Port wiring:
Bar = 50 um.
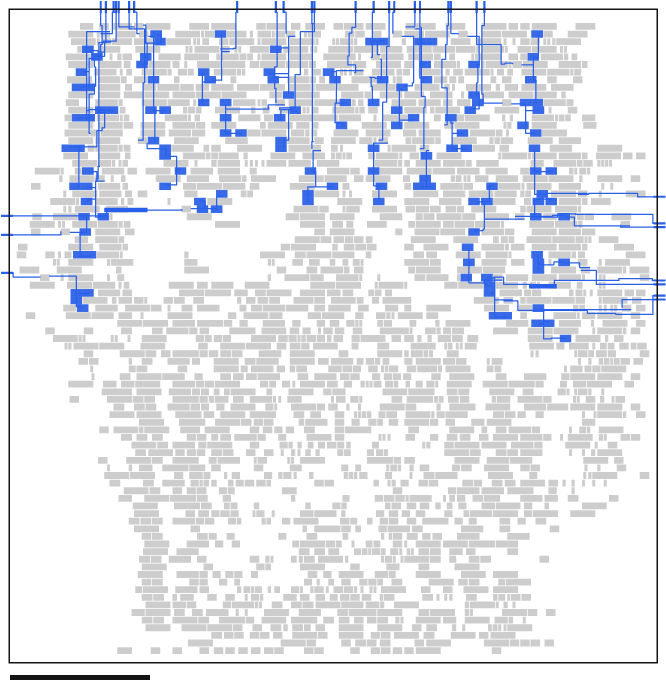
Power grid:
Bar = 50 um. Pins as bars on the die edge. Tap cells in gray.
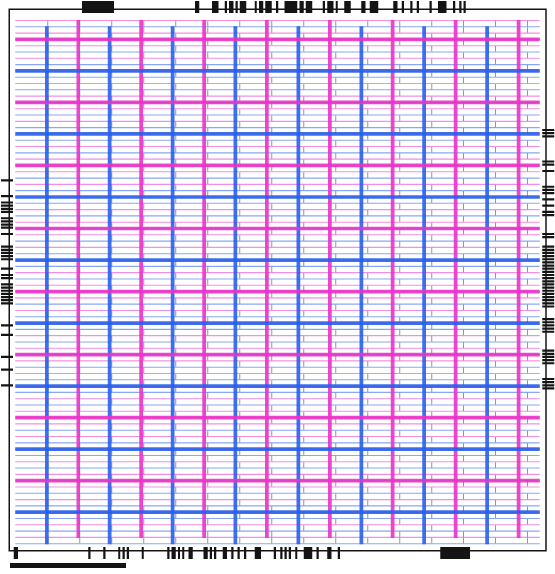
Cell classes on the final placement:
Fill, decap, tap and diode cells in gray.
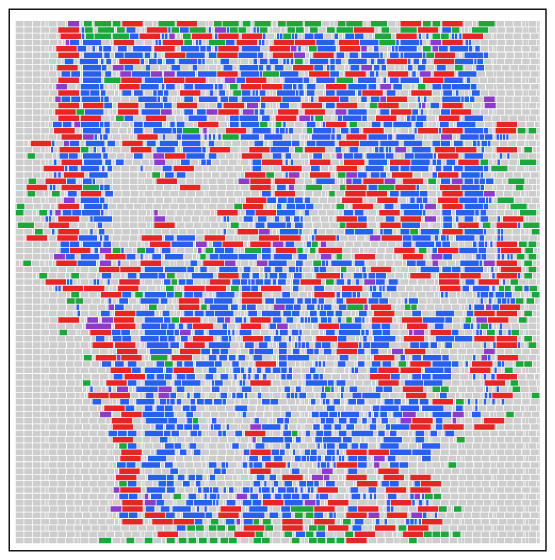
Placement view:
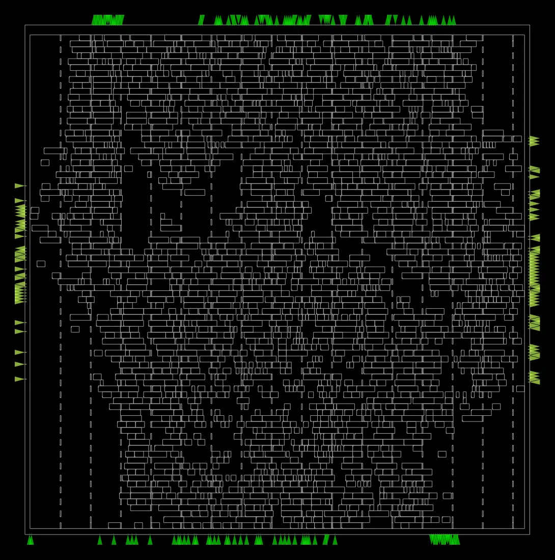
Wiring heat map:
The die is cut into 23 by 23 equal tiles; dark blue is low, red is high, scaled to the fullest tile. Values are wire area over tile area, all layers added.
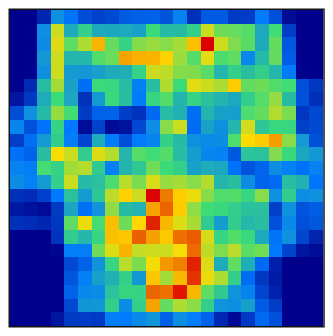
==> src/rtl/store_buffer.sv <==
// Write-posting store FIFO draining in order to memory over a request/acknowledge
// handshake, with youngest-match store-to-load forwarding on the word address.
module store_buffer #(
  parameter int unsigned DEPTH      = 4,
  parameter int unsigned ADDR_WIDTH = 32,
  parameter int unsigned DATA_WIDTH = 32
) (
  input  logic                  clk_i,
  input  logic                  rst_n_i,
  input  logic                  push_i,
  input  logic [ADDR_WIDTH-1:0] push_address_i,
  input  logic [DATA_WIDTH-1:0] push_data_i,
  input  logic [1:0]            push_width_i,
  output logic                  full_o,
  output logic                  empty_o,
  output logic                  port_idle_o,
  input  logic [ADDR_WIDTH-1:0] load_address_i,
  output logic                  address_match_o,
  output logic                  forward_valid_o,
  output logic [DATA_WIDTH-1:0] forward_data_o,
  output logic                  mem_request_o,
  output logic [ADDR_WIDTH-1:0] mem_address_o,
  output logic [DATA_WIDTH-1:0] mem_data_o,
  output logic [1:0]            mem_width_o,
  input  logic                  mem_acknowledge_i
);

  localparam int unsigned PTR_W = $clog2(DEPTH);
  localparam logic [1:0] WIDTH_WORD = 2'd2;

  typedef enum logic {IDLE, WAIT_ACK} state_t;

  state_t                state_q;
  logic [ADDR_WIDTH-1:0] addr_q  [DEPTH];
  logic [DATA_WIDTH-1:0] data_q  [DEPTH];
  logic [1:0]            width_q [DEPTH];
  logic [DEPTH-1:0]      valid_q;
  logic [PTR_W-1:0]      head_q;
  logic [PTR_W-1:0]      tail_q;
  logic [PTR_W:0]        count_q;

  logic push_ok;
  logic pop;
  logic [1:0] load_offset_unused;

  assign load_offset_unused = load_address_i[1:0];

  assign full_o      = (count_q == (PTR_W+1)'(DEPTH));
  assign empty_o     = (count_q == '0);
  assign port_idle_o = empty_o && (state_q == IDLE);
  assign push_ok     = push_i && !full_o;
  assign pop         = (state_q == WAIT_ACK) && mem_acknowledge_i;

  always_ff @(posedge clk_i or negedge rst_n_i) begin
    if (!rst_n_i) begin
      head_q  <= '0;
      tail_q  <= '0;
      count_q <= '0;
      valid_q <= '0;
      for (int unsigned i = 0; i < DEPTH; i++) begin
        addr_q[i]  <= '0;
        data_q[i]  <= '0;
        width_q[i] <= '0;
      end
    end else begin
      if (push_ok) begin
        addr_q[tail_q]  <= push_address_i;
        data_q[tail_q]  <= push_data_i;
        width_q[tail_q] <= push_width_i;
        valid_q[tail_q] <= 1'b1;
        tail_q          <= tail_q + PTR_W'(1);
      end
      // head and tail slots never coincide here: pop needs count>0, push needs count<DEPTH
      if (pop) begin
        valid_q[head_q] <= 1'b0;
        head_q          <= head_q + PTR_W'(1);
      end
      case ({push_ok, pop})
        2'b10:   count_q <= count_q + (PTR_W+1)'(1);
        2'b01:   count_q <= count_q - (PTR_W+1)'(1);
        default: count_q <= count_q;
      endcase
    end
  end

  always_ff @(posedge clk_i or negedge rst_n_i) begin
    if (!rst_n_i) begin
      state_q       <= IDLE;
      mem_request_o <= 1'b0;
      mem_address_o <= '0;
      mem_data_o    <= '0;
      mem_width_o   <= '0;
    end else begin
      case (state_q)
        IDLE: begin
          if (count_q != '0) begin
            mem_address_o <= addr_q[head_q];
            mem_data_o    <= data_q[head_q];
            mem_width_o   <= width_q[head_q];
            mem_request_o <= 1'b1;
            state_q       <= WAIT_ACK;
          end
        end
        WAIT_ACK: begin
          if (mem_acknowledge_i) begin
            mem_request_o <= 1'b0;
            state_q       <= IDLE;
          end
        end
        default: state_q <= IDLE;
      endcase
    end
  end

  // Walk oldest to youngest so the last hit (youngest) overrides earlier ones.
  always_comb begin
    address_match_o = 1'b0;
    forward_valid_o = 1'b0;
    forward_data_o  = '0;
    for (int unsigned i = 0; i < DEPTH; i++) begin
      logic [PTR_W-1:0] idx;
      idx = head_q + PTR_W'(i);
      if (valid_q[idx] &&
          (addr_q[idx][ADDR_WIDTH-1:2] == load_address_i[ADDR_WIDTH-1:2])) begin
        address_match_o = 1'b1;
        forward_data_o  = data_q[idx];
        forward_valid_o = (width_q[idx] == WIDTH_WORD);
      end
    end
  end

endmodule

==> config.mk <==
export PLATFORM = sky130hd
export DESIGN_NAME = store_buffer
export DESIGN_NICKNAME = d
export VERILOG_FILES = /design/src/rtl/store_buffer.sv
export SDC_FILE = /design/constraint.sdc
export NUM_CORES = 1
export LEC_CHECK = 0
export CAP_MARGIN = 20
export CORE_AREA = 2 2 229 231
export CTS_BUF_LIST = sky130_fd_sc_hd__clkbuf_4 sky130_fd_sc_hd__clkbuf_8
export DETAILED_ROUTE_END_ITERATION = 6
export DIE_AREA = 0 0 231 233
export HOLD_SLACK_MARGIN = 0.1
export PLACE_DENSITY = 0.75
export SYNTH_ARGS = -nofsm -noshare
export SYNTH_HDL_FRONTEND = slang
export SYNTH_SLANG_ARGS = --single-unit
==> constraint.sdc <==
create_clock -name clk_i -period 8.25 [get_ports clk_i]
set_input_delay 1.2375 -clock clk_i [delete_from_list [all_inputs] [get_ports clk_i]]
set_output_delay 1.2375 -clock clk_i [all_outputs]
set_load 0.1 [all_outputs]
==> changes_impl.md <==
### Metrics

- Status: complete, no violations
- Multi-input combinational area share: 49.9%
- YS chip area: roughly 23000 um^2
- Leading cell kind: combinational gates
- Setup violators final: 0
- Flops: 343
- Final period utilization: 91.6%
- Unique cell types: 61
- Max Cap Viol: 0
- First-pass GRT wire length: slightly above 100000 um
- Setup_tns: 0 ns
- Mapped Avg Cell Area: 12.5 um^2
- Core Density at Floorplan: 44.7%
- Post_cts resized: 0
- Hold WS: 0.473 ns
- Worst rel slew slack: ~26%
- Yosys top cell by instances: dfrtp_1
- TritonCTS clock tree: done
- Yosys reg bits: 343
- Buffers, non-clock: 231
- TritonCTS Sinks: 343
- Largest registers: addr_q: 128 flops, data_q: 128 flops
- Crit path buffers/inverters: 3
- Leak Pwr: about 11 nW
- Comb power: 8.27 mW
- Simple-Gate Area Share: 7.91%
- Layout cells sized above 1: between 30% and 40%
- Async set-reset flop share out of synthesis: 100%
- Crit path kind: flip-flop to output port
- P_clk: 1.68 mW
- Least-Margin Pin Slew: 1.11 ns
- Sw power: 6.17 mW
- Most used routing layer: met2
- R2R Path Start: head_q[0]$_DFFE_PN0P_
- Vias/cell: 6.21
- Flip-flops with a built-in enable: 0
- Critical Path Start: head_q[1]$_DFFE_PN0P_
- Endpoints failing hold: 0
- Most common logic cells in the final layout: dfrtp_1, mux2_2, nand2_1, mux4_2, clkdlybuf4s50_1
- OpenROAD warnings: 43
- Largest net degree at the start of global routing: 157
- Syn. warnings: 0
- M1 GR Usage: 34.3%
- Final ANT Viol Nets: 0
- Tot Pwr: 13.5 mW
- Pwr dens: 500 nW/um^2
- Most numerous logic cell after layout: dfrtp_1
- Buffering overhead: 9.88%
- Commonest flop: dfrtp_1
- Max Slew Vio Count: 0
- Post-DP Area: ~26000 um^2
- Internal Power: about 7.3 mW
- Levels on crit path: 12
- Combinational power share: 61.5%
- Met2 GRT Util: 40.2%
- Top non-seq family: multiplexers
- Root buffer cell: clkbuf_8
- CP Launch Type: flip-flop
- Clock-pin slew on the worst setup and hold paths: 0.06 ns
- Synth Instances: 1829
- Leading area contributor after synthesis: dfrtp_1
- Clock buffer depth: 3
- R2R cell count: 5
- Xor+xnor area frac: 3.68%
- Setup slack after layout: 0.690 ns
- Post-synth area hogs: dfrtp_1, mux4_2, mux2_2
- Post-place setup slack: 1.46 ns
- DPL Wire Length: 45100 um
- RSZ-0062 raised after global routing: no
- Post-CTS Hold Buffers: 0
- Yosys cell count: 1829
- Flop+latch power: about 3.5 mW
- Logic inverters: 20
- Seq area share: 31.9%
- Drt initial violations: roughly 1300
- Post-Synth Adder-Cell Area: 0.581%
- Total gr overflow: 0
- Number of buffers created by CTS: 61
- R2R Setup Slk: 5.03 ns
- Residual DRC count: 0
- Critical path cell sequence: inv_1 > ha_4 > mux4_1 > xnor2_1 > nand4_1 > a2111oi_2 > o2111ai_1 > nor4_2 > buf_12 > mux2i_1 > a22oi_1 > buf_12
- Clock buffers: approximately 94
- Clock-cell share of area: 4.80%
- Dominant cell area share: 37.6%
- Hold Path Stages: 2
- Max Freq: 132 MHz
- Arrival time at the worst endpoint: 6.32 ns
- Crit path DRT: 7.01 ns
- Routed length on met2: 32300 um
- Layout Area Growth over Synthesis: 17.9%
## Picture notes: 'port wiring'
legend:
  `push_data_i`:
    color: blue
    bits: 32
    direction: input
    edge: 22 north, 7 east, 3 west
    end_cells: 128
    buffers: 32
    wire: 2130 um
I/O pins: 206
PortBufs: 203

## Picture notes: 'power grid'
legend:
  VDD:
    color: magenta
  VSS:
    color: blue
tap cells: 680
met1 rails: 84
met4 straps: 16
die span in y: 233 um
Max IR drop VDD: 0.000315 V
core area: 51100 um^2
Die X: 231 um

## Picture notes: 'cell classes on the final placement'
legend:
  flops:
    color: red
    cells: 343
    share_of_their_area: 33%
  all other logic:
    color: blue
    cells: 1325
    share_of_their_area: 52%
  clock drivers and dummy loads:
    color: purple
    cells: 110
    share_of_their_area: 5.0%
  other buffers and delay cells:
    color: green
    cells: 231
    share_of_their_area: 10%
final instance area: 26900 um^2
# rows: 83
post-layout util: 52.6%

## Picture notes: 'placement view'
Filler cells: 4374
n_taps: 680

## Picture notes: 'wiring heat map'
emptiest ninth of the die: south-west
tiles over half the peak: 30%
mean over tiles: 0.21
nearly empty tiles: 12%
via count: 16700
wire per inst: 25.3 um
WL final: 68100 um
gr usage total: 25.4%

No activity file was given, so power comes from the tool's default toggle rates.
